`src/rtl/axis_weight_packer_if.sv`:
```
// Bus bundle for axis_weight_packer: descriptor channel, row input stream
// and packed output stream. The "slave" modport is the packer's view;
// "master" is the view of whatever drives the packer.
interface axis_weight_packer_if #(
  parameter int CFG_W   = 36,
  parameter int M_WIDTH = 32,
  parameter int S_WIDTH = 128,
  parameter int KEEP_W  = 16
);
  logic               cfg_valid;
  logic               cfg_ready;
  logic [CFG_W-1:0]   cfg_data;

  logic               s_axis_tvalid;
  logic               s_axis_tready;
  logic [M_WIDTH-1:0] s_axis_tdata;
  logic               s_axis_tlast;

  logic               m_axis_tvalid;
  logic               m_axis_tready;
  logic [S_WIDTH-1:0] m_axis_tdata;
  logic [KEEP_W-1:0]  m_axis_tkeep;
  logic               m_axis_tlast;

  modport slave (
    input  cfg_valid, cfg_data,
    input  s_axis_tvalid, s_axis_tdata, s_axis_tlast,
    input  m_axis_tready,
    output cfg_ready, s_axis_tready,
    output m_axis_tvalid, m_axis_tdata, m_axis_tkeep, m_axis_tlast
  );

  modport master (
    output cfg_valid, cfg_data,
    output s_axis_tvalid, s_axis_tdata, s_axis_tlast,
    output m_axis_tready,
    input  cfg_ready, s_axis_tready,
    input  m_axis_tvalid, m_axis_tdata, m_axis_tkeep, m_axis_tlast
  );
endinterface

```
`src/rtl/axis_weight_packer.sv`:
```
// Packs PE weight rows R-per-beat into the weight-rotator packet format:
// a descriptor header beat, then addr_max+1 rows, tlast on the last beat.
// Length mismatches between the descriptor and the row stream raise a
// sticky err_len; surplus rows are drained and dropped.
`ifndef COLS
`define COLS 4
`endif
`ifndef WORD_WIDTH
`define WORD_WIDTH 8
`endif
`ifndef S_WEIGHTS_WIDTH_LF
`define S_WEIGHTS_WIDTH_LF 128
`endif
`ifndef CONFIG_BEATS
`define CONFIG_BEATS 2
`endif

module axis_weight_packer #(
  parameter int COLS               = `COLS,
  parameter int WORD_WIDTH         = `WORD_WIDTH,
  parameter int S_WEIGHTS_WIDTH_LF = `S_WEIGHTS_WIDTH_LF,
  parameter int CONFIG_BEATS       = `CONFIG_BEATS,
  parameter int BRAM_WEIGHTS_DEPTH = 1024,
  parameter int KW_MAX             = 11,
  parameter int CI_MAX             = 512,
  parameter int XW_MAX             = 32,
  parameter int XH_MAX             = 32,
  parameter int XN_MAX             = 16
) (
  input  logic                  aclk,
  input  logic                  aresetn,
  axis_weight_packer_if.slave   bus,
  output logic                  err_len
);
  localparam int M_WIDTH     = WORD_WIDTH * COLS;
  localparam int S_W         = S_WEIGHTS_WIDTH_LF;
  localparam int R           = S_W / M_WIDTH;
  localparam int KEEP_W      = S_W / WORD_WIDTH;
  localparam int BITS_ADDR   = $clog2(BRAM_WEIGHTS_DEPTH);
  localparam int BITS_KW2    = $clog2((KW_MAX + 1) / 2);
  localparam int BITS_CIN    = $clog2(CI_MAX);
  localparam int BITS_COLS   = $clog2(XW_MAX);
  localparam int BITS_BLOCKS = $clog2(XH_MAX);
  localparam int BITS_XN     = $clog2(XN_MAX);
  localparam int CFG_W       = BITS_ADDR + BITS_XN + BITS_BLOCKS + BITS_COLS + BITS_CIN + BITS_KW2;
  localparam int LANE_W      = (R > 1) ? $clog2(R) : 1;
  localparam bit PARAMS_OK   = ((S_W % M_WIDTH) == 0) && (CFG_W <= S_W) && (CONFIG_BEATS >= 0);

  // A bad parameter set leaves this marker block in the elaborated hierarchy.
  if (!PARAMS_OK) begin : g_params_invalid
  end

  typedef enum logic [1:0] {IDLE, HEAD, PACK, DRAIN} state_t;

  state_t               state_q, state_d;
  logic [BITS_ADDR-1:0] addr_max_q, addr_max_d;
  logic [BITS_ADDR-1:0] row_q, row_d;
  logic [LANE_W-1:0]    lane_q, lane_d;
  logic [S_W-1:0]       acc_data_q, acc_data_d;
  logic [KEEP_W-1:0]    acc_keep_q, acc_keep_d;
  logic [S_W-1:0]       m_data_q, m_data_d;
  logic [KEEP_W-1:0]    m_keep_q, m_keep_d;
  logic                 m_last_q, m_last_d;
  logic                 m_valid_q, m_valid_d;
  logic                 cfg_ready_q, cfg_ready_d;
  logic                 err_q, err_d;

  logic                 s_ready;
  logic                 m_hs;
  logic                 row_final;
  logic                 lane_full;
  logic [S_W-1:0]       data_v;
  logic [KEEP_W-1:0]    keep_v;

  assign bus.cfg_ready     = cfg_ready_q;
  assign bus.s_axis_tready = s_ready;
  assign bus.m_axis_tvalid = m_valid_q;
  assign bus.m_axis_tdata  = m_data_q;
  assign bus.m_axis_tkeep  = m_keep_q;
  assign bus.m_axis_tlast  = m_last_q;
  assign err_len           = err_q;

  // Next-state, row packing and output-register loading.
  always_comb begin
    state_d    = state_q;
    addr_max_d = addr_max_q;
    row_d      = row_q;
    lane_d     = lane_q;
    acc_data_d = acc_data_q;
    acc_keep_d = acc_keep_q;
    m_data_d   = m_data_q;
    m_keep_d   = m_keep_q;
    m_last_d   = m_last_q;
    m_valid_d  = m_valid_q;
    err_d      = err_q;
    s_ready    = 1'b0;
    data_v     = acc_data_q;
    keep_v     = acc_keep_q;

    m_hs      = m_valid_q && bus.m_axis_tready;
    row_final = (row_q == addr_max_q) || bus.s_axis_tlast;
    lane_full = (lane_q == LANE_W'(R - 1));

    // A consumed beat drops valid unless something below reloads it.
    if (m_hs) m_valid_d = 1'b0;

    case (state_q)
      IDLE: begin
        if (cfg_ready_q && bus.cfg_valid) begin
          addr_max_d = bus.cfg_data[CFG_W-1 -: BITS_ADDR];
          row_d      = '0;
          lane_d     = '0;
          acc_data_d = '0;
          acc_keep_d = '0;
          m_data_d   = S_W'(bus.cfg_data);
          m_keep_d   = '1;
          m_last_d   = 1'b0;
          m_valid_d  = 1'b1;
          state_d    = HEAD;
        end
      end
      HEAD: begin
        if (m_hs) state_d = PACK;
      end
      PACK: begin
        // Only take a row when the output register is free this edge.
        s_ready = !m_valid_q || bus.m_axis_tready;
        if (s_ready && bus.s_axis_tvalid) begin
          data_v[int'(lane_q)*M_WIDTH +: M_WIDTH] = bus.s_axis_tdata;
          keep_v[int'(lane_q)*COLS +: COLS]       = '1;
          if (lane_full || row_final) begin
            m_data_d   = data_v;
            m_keep_d   = keep_v;
            m_last_d   = row_final;
            m_valid_d  = 1'b1;
            acc_data_d = '0;
            acc_keep_d = '0;
            lane_d     = '0;
          end else begin
            acc_data_d = data_v;
            acc_keep_d = keep_v;
            lane_d     = lane_q + LANE_W'(1);
          end
          if (row_final) begin
            if (bus.s_axis_tlast) begin
              if (row_q != addr_max_q) err_d = 1'b1;
              state_d = IDLE;
            end else begin
              err_d   = 1'b1;
              state_d = DRAIN;
            end
          end else begin
            row_d = row_q + BITS_ADDR'(1);
          end
        end
      end
      DRAIN: begin
        s_ready = 1'b1;
        if (bus.s_axis_tvalid && bus.s_axis_tlast) state_d = IDLE;
      end
      default: state_d = IDLE;
    endcase

    // Hold off the next descriptor until the last beat has left.
    cfg_ready_d = (state_d == IDLE) && !m_valid_d;
  end

  // State and datapath registers with asynchronous active-low reset.
  always_ff @(posedge aclk or negedge aresetn) begin
    if (!aresetn) begin
      state_q     <= IDLE;
      addr_max_q  <= '0;
      row_q       <= '0;
      lane_q      <= '0;
      acc_data_q  <= '0;
      acc_keep_q  <= '0;
      m_data_q    <= '0;
      m_keep_q    <= '0;
      m_last_q    <= 1'b0;
      m_valid_q   <= 1'b0;
      cfg_ready_q <= 1'b0;
      err_q       <= 1'b0;
    end else begin
      state_q     <= state_d;
      addr_max_q  <= addr_max_d;
      row_q       <= row_d;
      lane_q      <= lane_d;
      acc_data_q  <= acc_data_d;
      acc_keep_q  <= acc_keep_d;
      m_data_q    <= m_data_d;
      m_keep_q    <= m_keep_d;
      m_last_q    <= m_last_d;
      m_valid_q   <= m_valid_d;
      cfg_ready_q <= cfg_ready_d;
      err_q       <= err_d;
    end
  end
endmodule

```
`src/flat_wrapper.sv`:
```
// flat-port wrapper written by rule: the top's interface ports become plain ports
module axis_weight_packer_flat 
#(
  parameter int COLS               = `COLS,
  parameter int WORD_WIDTH         = `WORD_WIDTH,
  parameter int S_WEIGHTS_WIDTH_LF = `S_WEIGHTS_WIDTH_LF,
  parameter int CONFIG_BEATS       = `CONFIG_BEATS,
  parameter int BRAM_WEIGHTS_DEPTH = 1024,
  parameter int KW_MAX             = 11,
  parameter int CI_MAX             = 512,
  parameter int XW_MAX             = 32,
  parameter int XH_MAX             = 32,
  parameter int XN_MAX             = 16
)
  (aclk, aresetn, err_len, bus_cfg_valid, bus_cfg_data, bus_s_axis_tvalid, bus_s_axis_tdata, bus_s_axis_tlast, bus_m_axis_tready, bus_cfg_ready, bus_s_axis_tready, bus_m_axis_tvalid, bus_m_axis_tdata, bus_m_axis_tkeep, bus_m_axis_tlast);
  axis_weight_packer_if #(.CFG_W((36)), .M_WIDTH((32)), .S_WIDTH((128)), .KEEP_W((16))) bus_i ();
  input  logic aclk;
  input  logic aresetn;
  output logic err_len;
  input wire logic [$bits(bus_i.cfg_valid)-1:0] bus_cfg_valid;
  input wire logic [$bits(bus_i.cfg_data)-1:0] bus_cfg_data;
  input wire logic [$bits(bus_i.s_axis_tvalid)-1:0] bus_s_axis_tvalid;
  input wire logic [$bits(bus_i.s_axis_tdata)-1:0] bus_s_axis_tdata;
  input wire logic [$bits(bus_i.s_axis_tlast)-1:0] bus_s_axis_tlast;
  input wire logic [$bits(bus_i.m_axis_tready)-1:0] bus_m_axis_tready;
  output wire logic [$bits(bus_i.cfg_ready)-1:0] bus_cfg_ready;
  output wire logic [$bits(bus_i.s_axis_tready)-1:0] bus_s_axis_tready;
  output wire logic [$bits(bus_i.m_axis_tvalid)-1:0] bus_m_axis_tvalid;
  output wire logic [$bits(bus_i.m_axis_tdata)-1:0] bus_m_axis_tdata;
  output wire logic [$bits(bus_i.m_axis_tkeep)-1:0] bus_m_axis_tkeep;
  output wire logic [$bits(bus_i.m_axis_tlast)-1:0] bus_m_axis_tlast;
  assign bus_i.cfg_valid = bus_cfg_valid;
  assign bus_i.cfg_data = bus_cfg_data;
  assign bus_i.s_axis_tvalid = bus_s_axis_tvalid;
  assign bus_i.s_axis_tdata = bus_s_axis_tdata;
  assign bus_i.s_axis_tlast = bus_s_axis_tlast;
  assign bus_i.m_axis_tready = bus_m_axis_tready;
  assign bus_cfg_ready = bus_i.cfg_ready;
  assign bus_s_axis_tready = bus_i.s_axis_tready;
  assign bus_m_axis_tvalid = bus_i.m_axis_tvalid;
  assign bus_m_axis_tdata = bus_i.m_axis_tdata;
  assign bus_m_axis_tkeep = bus_i.m_axis_tkeep;
  assign bus_m_axis_tlast = bus_i.m_axis_tlast;
  axis_weight_packer #(.COLS(COLS), .WORD_WIDTH(WORD_WIDTH), .S_WEIGHTS_WIDTH_LF(S_WEIGHTS_WIDTH_LF), .CONFIG_BEATS(CONFIG_BEATS), .BRAM_WEIGHTS_DEPTH(BRAM_WEIGHTS_DEPTH), .KW_MAX(KW_MAX), .CI_MAX(CI_MAX), .XW_MAX(XW_MAX), .XH_MAX(XH_MAX), .XN_MAX(XN_MAX)) u_core (.aclk(aclk), .aresetn(aresetn), .bus(bus_i), .err_len(err_len));
endmodule
```
`config.mk`:
```
export PLATFORM = sky130hd
export DESIGN_NAME = axis_weight_packer_flat
export DESIGN_NICKNAME = d
export VERILOG_FILES = /design/src/rtl/axis_weight_packer_if.sv /design/src/rtl/axis_weight_packer.sv /design/src/flat_wrapper.sv
export SDC_FILE = /design/constraint.sdc
export NUM_CORES = 1
export LEC_CHECK = 0
export CAP_MARGIN = 40
export CORE_ASPECT_RATIO = 1.4
export CORE_UTILIZATION = 40
export CTS_BUF_LIST = sky130_fd_sc_hd__clkbuf_8 sky130_fd_sc_hd__clkbuf_16
export DETAILED_ROUTE_END_ITERATION = 16
export GPL_TIMING_DRIVEN = 0
export PLACE_DENSITY = 0.6
export SYNTH_ARGS = -nofsm -noshare
export SYNTH_HDL_FRONTEND = slang
export SYNTH_SLANG_ARGS = --single-unit
```
`constraint.sdc`:
```
create_clock -name aclk -period 6.46 [get_ports aclk]
set_clock_uncertainty 0.2 [all_clocks]
set_input_delay 0.646 -clock aclk [delete_from_list [all_inputs] [get_ports aclk]]
set_output_delay 0.646 -clock aclk [all_outputs]
set_load 0.01 [all_outputs]
```
Figure 1. Cell placement (run 1).
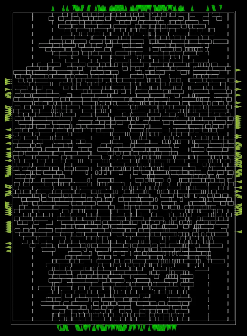
flip-flop and latch count: 316
Seq area share: 0.442

Figure 2. Ports around the boundary (run 1).
Pins as bars across the die edge, other pins in grey.
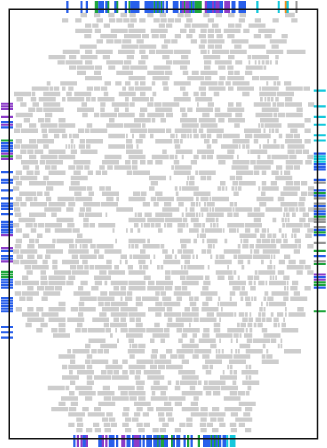
bus_s_axis_tdata -> purple  # pins 32, direction input, edge 10 top, 10 left, 10 bottom, 2 right
bus_cfg_data -> green  # pins 36, direction input, edge 14 top, 9 bottom, 8 right, 5 left
bus_m_axis_tkeep -> cyan  # pins 16, direction output, edge 9 right, 4 bottom, 3 top
aclk -> orange  # pins 1, direction input, edge top
bus_m_axis_tdata -> blue  # pins 128, direction output, edge 41 top, 36 left, 36 bottom, 15 right
all pins by edge = 70 top, 59 bottom, 51 left, 43 right

==> reports/summary.txt, run 1 <==
Total GRT Usage = 0.238
Final GP Congestion = 0.829
Wirelength per Cell = 23.1 µm
Cells after Synth = 1,054
hold depth = 1
Comb power = 2.05 mW
invs w/o clock = 6
n_taps = 451
largest stage delay on the critical path = 0.72 ns
CP endpoint kind = flop
Pwr Density = 366 nW/µm²
CTS tree = yes
area of the multi-input gates = 5370 µm²
die height = 222 µm
CTS H-tree lvls = 2
post-synthesis cell area = 13,800 µm²
Ys Warns = 0
CP most frequent cell = buf_4
P_leak = 8.00 nW
seq pwr = 2.45 mW
f_max = 0.284 GHz
total gr overflow = 0
crit path launch = u_core.lane_q[0]
Initial Util = 0.405
Distinct cells, synth = 54
clock buffer depth = 3
post-layout min period = 3.53 ns
type of origin of the critical path = flop
vias per cell = 5.58
clock buffer count from CTS = 34
CP Cell Sequence = inv_1 > ha_1 > clkbuf_1 > nor4_2 > buf_4 > nor4b_2 > buf_4 > buf_2 > a22o_1
Power Internal = 4.38 mW
Core Rows = 80
Total Power = 6.55 mW
tool warning count = 29
main flop type = dfrtp_1
number of fill cells = 3,020
clk_lat worst skew = 0.52 ns
commonest non-fill, non-tap cells in the layout = dfrtp_1, clkdlybuf4s50_1, a22o_1
slowest cell on the critical path = nor4_2
DRC violations left = 0
Worst Setup Slack, final = 2.93 ns
syn_area_per_cell = 13.1 µm²
IR Drop Worst-Case VDD = 0.197 mV
ys cells = 1,054
Post-synth seq share = 0.574
Seq pwr share = 0.374
top cell family by delay on the critical path = simple AND/OR/NAND/NOR gates
Final setup viols = 0
RSZ-0062 raised after global routing = no
slew margin rel. = 0.452
Tightest Pin Transition = 0.819 ns
FF-to-FF path depth = 9
compound-gate portion of the synthesized area = 0.176
xor/xnor share = 0.00754
sw frac = 0.332
Tcrit/Tclk final = 0.546
register area = 7910 µm²
crit-path max FO = 10
clk pwr = 2.05 mW
io pins = 223
Leading cell kind = flip-flops and latches
Non-clk bufs = 321
antenna cells = 1
die width = 159 µm
Synth async-reset ratio = 1.00
initial DRC count = 649
Clock transition at path regs = 0.06 ns
hold path start = u_core.bus.m_axis_tkeep[7]
Cell area leaders = dfrtp_1, a22o_1, mux2_1
Area leader share = 0.574
Antenna Nets Post-Route = 0
max-cap viol count = 0
Die Size = 35,200 µm²
status = finished, final reports clean
initial antenna violation count = 1
Adder Share, Synth = 0.00454
final instance area = 17,900 µm²
Pwr top = sequential cells
Worst EP arrival = 3.77 ns
# nets final = 1,400
ClkCell Share = 0.0656
Figure 3. Clock distribution (run 1).
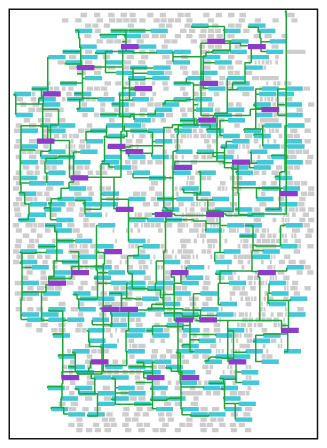
flip-flops -> cyan  # count 316
clock wires -> green  # length 4,170 µm
cells driving clock nets -> purple  # count 34
flops lie = spread over the die

[run 1: synthesized netlist by cell type (3+ instances only)]
cell type    n
dfrtp_1    316
a22o_1     189
mux2_1      98
nand2_1     49
clkbuf_1    48
mux2_2      44
a221o_1     36
nor3b_1     36
and2_1      33
a21oi_1     27
nor2_1      27
buf_2       24
or3_1       17
buf_6       11
xnor2_1     10
nand3_1      8
buf_4        7
inv_1        6
ha_1         5
nor2b_1      5
o41ai_1      5
a211o_1      4
nor3_1       4
mux2i_1      3
nor4b_2      3
o21ai_0      3
or2_2        3
[run 1: per-stage QoR]
| step | hold slack, ns | TNS [ns] | cells | utilization |
|---|---|---|---|---|
| final | 0.283 | 0 | 1797 | 0.525 |
| after global routing | 0.299 | 0 | 1797 | 0.525 |
| after CTS | 0.287 | 0 | 1796 | 0.525 |
| after detailed placement | 0.271 | 0 | 1735 | 0.490 |
| after global placement | 0.269 | -2944.61 | 1727 | 0.487 |
| after floorplan | 0.150 | 0 | 1054 | - |
[run 1: routing by layer]
| layer | wire length (µm) | vias up | global-route usage |
|---|---|---|---|
| li1 | - | 4489 | - |
| met1 | 17500 | 5159 | 0.308 |
| met2 | 20700 | 310 | 0.404 |
| met3 | 2050 | 71 | 0.0372 |
| met4 | 1270 | 0 | 0.0810 |
| met5 | 0 | - | 0 |
[run 1: flip-flops by register name, indices dropped and copies added (netlist names)]
name and flops:
u_core.bus.m_axis_tvalid 1, u_core.bus.m_axis_tkeep 16, u_core.bus.m_axis_tdata 128, u_core.acc_keep_q 16, u_core.bus.m_axis_tlast 1, u_core.addr_max_q 10
u_core.lane_q 2, u_core.state_q 2, u_core.acc_data_q 128, u_core.row_q 10, u_core.bus.cfg_ready 1, u_core.err_len 1
--- run 2 (diff from run 1) ---
PLACE_DENSITY = 0.62   (was 0.6)
clock period = 3.1 ns   (was 6.46 ns; I/O delays follow)
Figure 4. Port wiring (run 2).
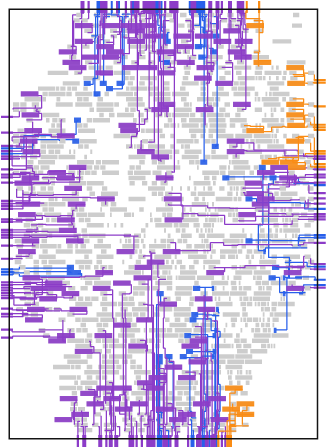
bus_m_axis_tdata -> purple  # direction output, edge 41 top, 37 bottom, 34 left, 16 right, end cells 128, buffers 128, wire 5,380 µm
bus_cfg_data -> blue  # direction input, edge 14 top, 10 bottom, 7 right, 5 left, end cells 46, buffers 36, wire 1,820 µm
bus_m_axis_tkeep -> orange  # direction output, edge 10 right, 4 bottom, 2 top, end cells 16, buffers 16, wire 402 µm

Figure 5. Ports around the boundary (run 2).
Pins as bars across the die edge, other pins in grey.
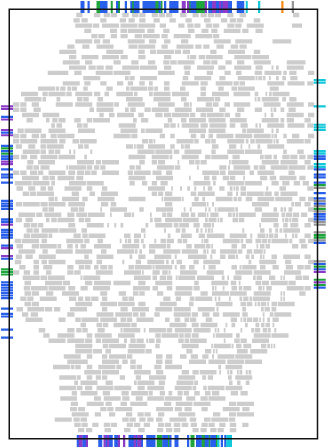
bus_s_axis_tdata -> purple  # pins 32, direction input, edge 10 top, 10 left, 10 bottom, 2 right
bus_m_axis_tkeep -> cyan  # pins 16, direction output, edge 10 right, 4 bottom, 2 top
aclk -> orange  # pins 1, direction input, edge top
bus_cfg_data -> green  # pins 36, direction input, edge 14 top, 10 bottom, 7 right, 5 left
bus_m_axis_tdata -> blue  # pins 128, direction output, edge 41 top, 37 bottom, 34 left, 16 right
all pins by edge = 69 top, 61 bottom, 49 left, 44 right

==> reports/summary.txt, run 2 <==
status = finished, final reports clean
Cell area leaders = dfrtp_1, a22o_1, mux2_1
vias per cell = 5.63
Synth async-reset ratio = 1.00
final instance area = 17,900 µm²
CTS H-tree lvls = 2
slowest cell on the critical path = nor2_1
seq pwr = 5.10 mW
largest stage delay on the critical path = 0.64 ns
total gr overflow = 0
Initial Util = 0.405
Metal-1 WL = 17.1 mm
Pwr Density = 760 nW/µm²
met3 wire length = 2.02 mm
io pins = 223
top cells by count = dfrtp_1, a22o_1, mux2_1
Die Size = 35,200 µm²
CP endpoint kind = flop
top cell family by delay on the critical path = buffers and inverters
IR Drop Worst-Case VDD = 0.392 mV
main flop type = dfrtp_1
CTS tree = yes
Clock transition at path regs = 0.07 ns
syn_area_per_cell = 13.1 µm²
Area leader share = 0.574
Top Usage Layer GRT = met2
die width = 159 µm
CP most frequent cell = buf_2
commonest non-fill, non-tap cells in the layout = dfrtp_1, clkdlybuf4s50_1, a22o_1
Placed Cells = 1,733
Final setup viols = 0
met3 global-route usage = 0.0339
met2 WL = 20.7 mm
Antenna Nets Post-Route = 0
clk pwr = 4.18 mW
Ys Warns = 0
f_max = 0.331 GHz
M1 GR Usage = 0.303
Cells after Synth = 1,054
tool warning count = 33
ys cells = 1,054
Final GP Congestion = 0.847
sw frac = 0.333
Total GRT Usage = 0.236
number of fill cells = 2,998
P_leak = 8.00 nW
final hold slack = 0.165 ns
Power Internal = 9.07 mW
CP Cell Sequence = nand2b_1 > buf_2 > buf_2 > nor2_1 > clkbuf_1 > a22o_1 > mux2_2
clock buffer depth = 3
die height = 222 µm
max layer used = met4
DRC violations left = 0
slew margin rel. = 0.466
Distinct cells, synth = 54
most frequent cell after synthesis = dfrtp_1
post-synthesis cell area = 13,800 µm²
Pwr top = sequential cells
initial antenna violation count = 1
Figure 6. Cell placement (run 2).
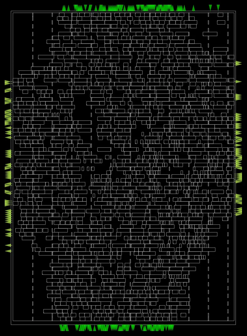
Final Non-Filler Cells: 1,796
Core Rows: 80
CORE AREA: 34,000 µm²
final core utilization: 0.526
Seq area share: 0.442

-- run 2: cell counts after synthesis --
Identical to the previous run, type by type.
-- run 2: cell families after synthesis --
family / share of synthesized area
buffers and inverters: 0.0362
AND/OR/NAND/NOR: 0.0839
flip-flops: 0.574
adder cells (fa/ha/maj): 0.00454
multiplexers: 0.118
XOR/XNOR: 0.00754
AND-OR/OR-AND: 0.176
-- run 2: path summary, 6_finish.rpt --
kind / startpoint / end / slack [ns] / cells after the start
hold / removal: bus_cfg_data[29] / u_core.addr_max_q[3] / 0.16 / 3
setup reg to reg: u_core.state_q[0] / u_core.bus.m_axis_tdata[72] / 0.08 / 7
hold reg to reg: u_core.bus.m_axis_tkeep[9] / u_core.bus.m_axis_tkeep[9] / 0.28 / 1
max in group asynchronous: aresetn / u_core.bus.m_axis_tdata[49] / 1.44 / 3
setup / recovery: u_core.state_q[0] / u_core.bus.m_axis_tdata[72] / 0.08 / 7
min in group asynchronous: aresetn / u_core.bus.m_axis_tdata[17] / 0.18 / 2
-- run 2: layout make-up --
class	count	area [µm²]	share of cell area
sequential	316	7910	0.442
multi-input combinational	642	5410	0.303
timing repair buffer	232	2350	0.131
clock buffer	45	1040	0.0579
tap	451	564	0.0315
buffer	89	474	0.0265
clock inverter	14	124	0.00692
inverter	6	22.5	0.00126
antenna	1	2.50	0.000140
-- run 2: worst register-to-register path, stage by stage, from the launching register on --
cell and delay (ns):
dfrtp_1 0.46, nand2b_1 0.25, buf_2 0.26, buf_2 0.25
nor2_1 0.64, clkbuf_1 0.49, a22o_1 0.26, mux2_2 0.15
-- run 2: repair_timing --
action                     CTS  global route
setup buffers                1             2
pin swaps                    1             0
hold endpoints to repair    81             0
hold buffers                 1             0
resized                      4             4
setup endpoints to repair   80            80
--- run 3 (diff from run 2) ---
CORE_UTILIZATION = 49   (was 40)
PLACE_DENSITY = 0.74   (was 0.62)
Figure 7. Metal layers overlaid (run 3).
The bar under the picture is 50 µm long.
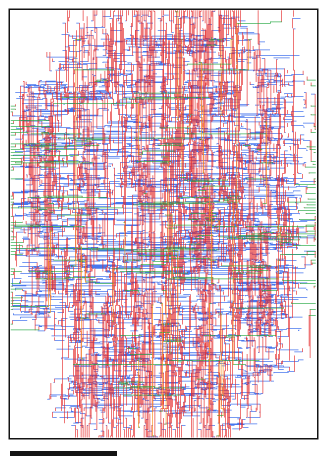
met1 -> blue  # wire length 15,600 µm
met3 -> green  # wire length 2,460 µm
met2 -> red  # wire length 19,800 µm
met4 -> orange  # wire length 1,370 µm

Figure 8. Port wiring (run 3).
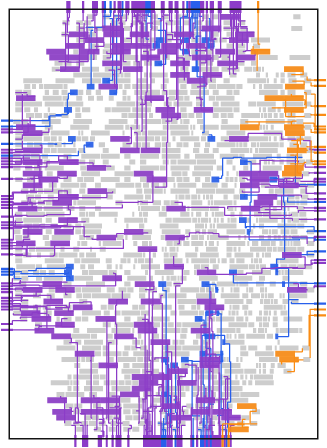
bus_m_axis_tdata -> purple  # direction output, edge 42 top, 38 bottom, 34 left, 14 right, end cells 128, buffers 128, wire 5,130 µm
bus_cfg_data -> blue  # direction input, edge 12 top, 10 bottom, 7 right, 7 left, end cells 46, buffers 36, wire 1,570 µm
bus_m_axis_tkeep -> orange  # direction output, edge 13 right, 2 bottom, 1 top, end cells 16, buffers 16, wire 376 µm

==> reports/summary.txt, run 3 <==
Cell area leaders = dfrtp_1, a22o_1, mux2_1
top cell family by delay on the critical path = buffers and inverters
Power Internal = 8.47 mW
Worst EP arrival = 3.31 ns
max-cap viol count = 0
Seq pwr share = 0.397
Comb power = 4.27 mW
Die Size = 28,800 µm²
io pins = 223
max layer used = met4
final instance area = 17,600 µm²
f_max = 0.331 GHz
CORE AREA = 27,700 µm²
slew margin rel. = 0.472
syn_area_per_cell = 13.1 µm²
Final setup viols = 0
Final GP Congestion = 0.874
setup_tns = 0 ns
final hold slack = 0.106 ns
final core utilization = 0.635
slowest cell on the critical path = nor4_2
clock buffer count from CTS = 31
R2R setup slack = 0.08 ns
die height = 200 µm
largest stage delay on the critical path = 0.65 ns
Cells after Synth = 1,054
Total Power = 12.9 mW
total gr overflow = 0
Tightest Pin Transition = 0.789 ns
met2 WL = 19.8 mm
CP Cell Sequence = inv_1 > ha_1 > clkbuf_1 > nor4_2 > clkbuf_1 > a22o_1 > mux2_1
ys cells = 1,054
Core Rows = 72
post-layout min period = 3.02 ns
Wirelength per Cell = 22.9 µm
Synth async-reset ratio = 1.00
clock buffer depth = 3
# nets final = 1,397
CP endpoint kind = flop
main flop type = dfrtp_1
vias per cell = 6.01
DRC violations left = 0
commonest non-fill, non-tap cells in the layout = dfrtp_1, clkdlybuf4s50_1, a22o_1
met3 global-route usage = 0.0360
Area leader share = 0.574
Tcrit/Tclk final = 0.974
Initial Util = 0.498
Pwr top = sequential cells
Post-synth seq share = 0.574
antenna cells = 0
top cells by count = dfrtp_1, a22o_1, mux2_1
M1 GR Usage = 0.365
clk_lat worst skew = 0.55 ns
Final Non-Filler Cells = 1,711
met3 wire length = 2.46 mm
status = finished, final reports clean
Antenna Nets Post-Route = 0
die width = 144 µm
Worst Setup Slack, final = 0.0813 ns
Figure 9. Ports around the boundary (run 3).
Pins as bars across the die edge, other pins in grey.
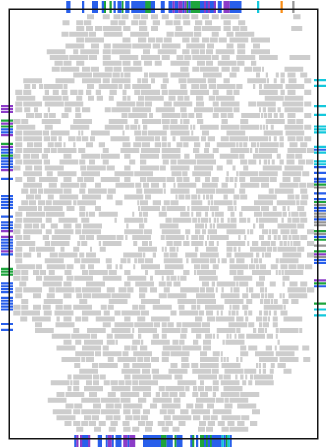
bus_cfg_data -> green  # pins 36, direction input, edge 12 top, 10 bottom, 7 right, 7 left
bus_m_axis_tkeep -> cyan  # pins 16, direction output, edge 13 right, 2 bottom, 1 top
bus_m_axis_tdata -> blue  # pins 128, direction output, edge 42 top, 38 bottom, 34 left, 14 right
aclk -> orange  # pins 1, direction input, edge top
bus_s_axis_tdata -> purple  # pins 32, direction input, edge 10 top, 10 left, 10 bottom, 2 right
all pins by edge = 67 top, 60 bottom, 51 left, 45 right

-- run 3: how the worst max path moves through the flow --
| stage | startpoint | endpoint | slack, ns | cells after the start |
|---|---|---|---|---|
| 2_1_floorplan | u_core.lane_q[0] | u_core.acc_data_q[66] | 0.72 | 7 |
| 3_3_place_gp | aresetn | u_core.bus.m_axis_tdata[118] | -11.96 | 1 |
| 3_5_place_dp | u_core.lane_q[0] | u_core.acc_data_q[78] | -0.21 | 9 |
| 4_1_cts | u_core.lane_q[0] | u_core.acc_data_q[83] | 0.04 | 9 |
| 5_1_grt | u_core.lane_q[0] | u_core.bus.m_axis_tdata[118] | -0.02 | 7 |
| 6_report | u_core.lane_q[0] | u_core.bus.m_axis_tdata[118] | 0.08 | 7 |
-- run 3: logic make-up after synthesis --
family	count (synthesis)	share of synthesized area
and+or+nand+nor	200	0.0839
xor gates and xnor gates	11	0.00754
muxes	145	0.118
DFF	316	0.574
adders and majority gates	5	0.00454
AOI/OAI and AO/OA	281	0.176
buffers and inverters	96	0.0362
-- run 3: cell type report --
| type | count | area, µm² |
|---|---|---|
| sequential | 316 | 7910 |
| tap | 370 | 463 |
| clock buffer | 35 | 831 |
| fill | 2180 | 10100 |
| buffer | 89 | 474 |
| clock inverter | 21 | 119 |
| multi-input combinational | 642 | 5400 |
| timing repair buffer | 232 | 2350 |
| inverter | 6 | 22.5 |
-- run 3: repair_timing --
action,in CTS,in global routing
cloned,0,0
resized,4,4
endpoints found under the setup margin,68,106
pin swaps,1,1
hold buffers,1,0
buffers inserted,0,3
endpoints found under the hold margin,72,0
-- run 3: worst reg2reg max path, stage by stage, from the launching register on --
cell,delay (ns)
dfrtp_2,0.49
inv_1,0.11
ha_1,0.21
clkbuf_1,0.29
nor4_2,0.65
clkbuf_1,0.63
a22o_1,0.25
mux2_1,0.13
Power and IR drop assume default switching activity.
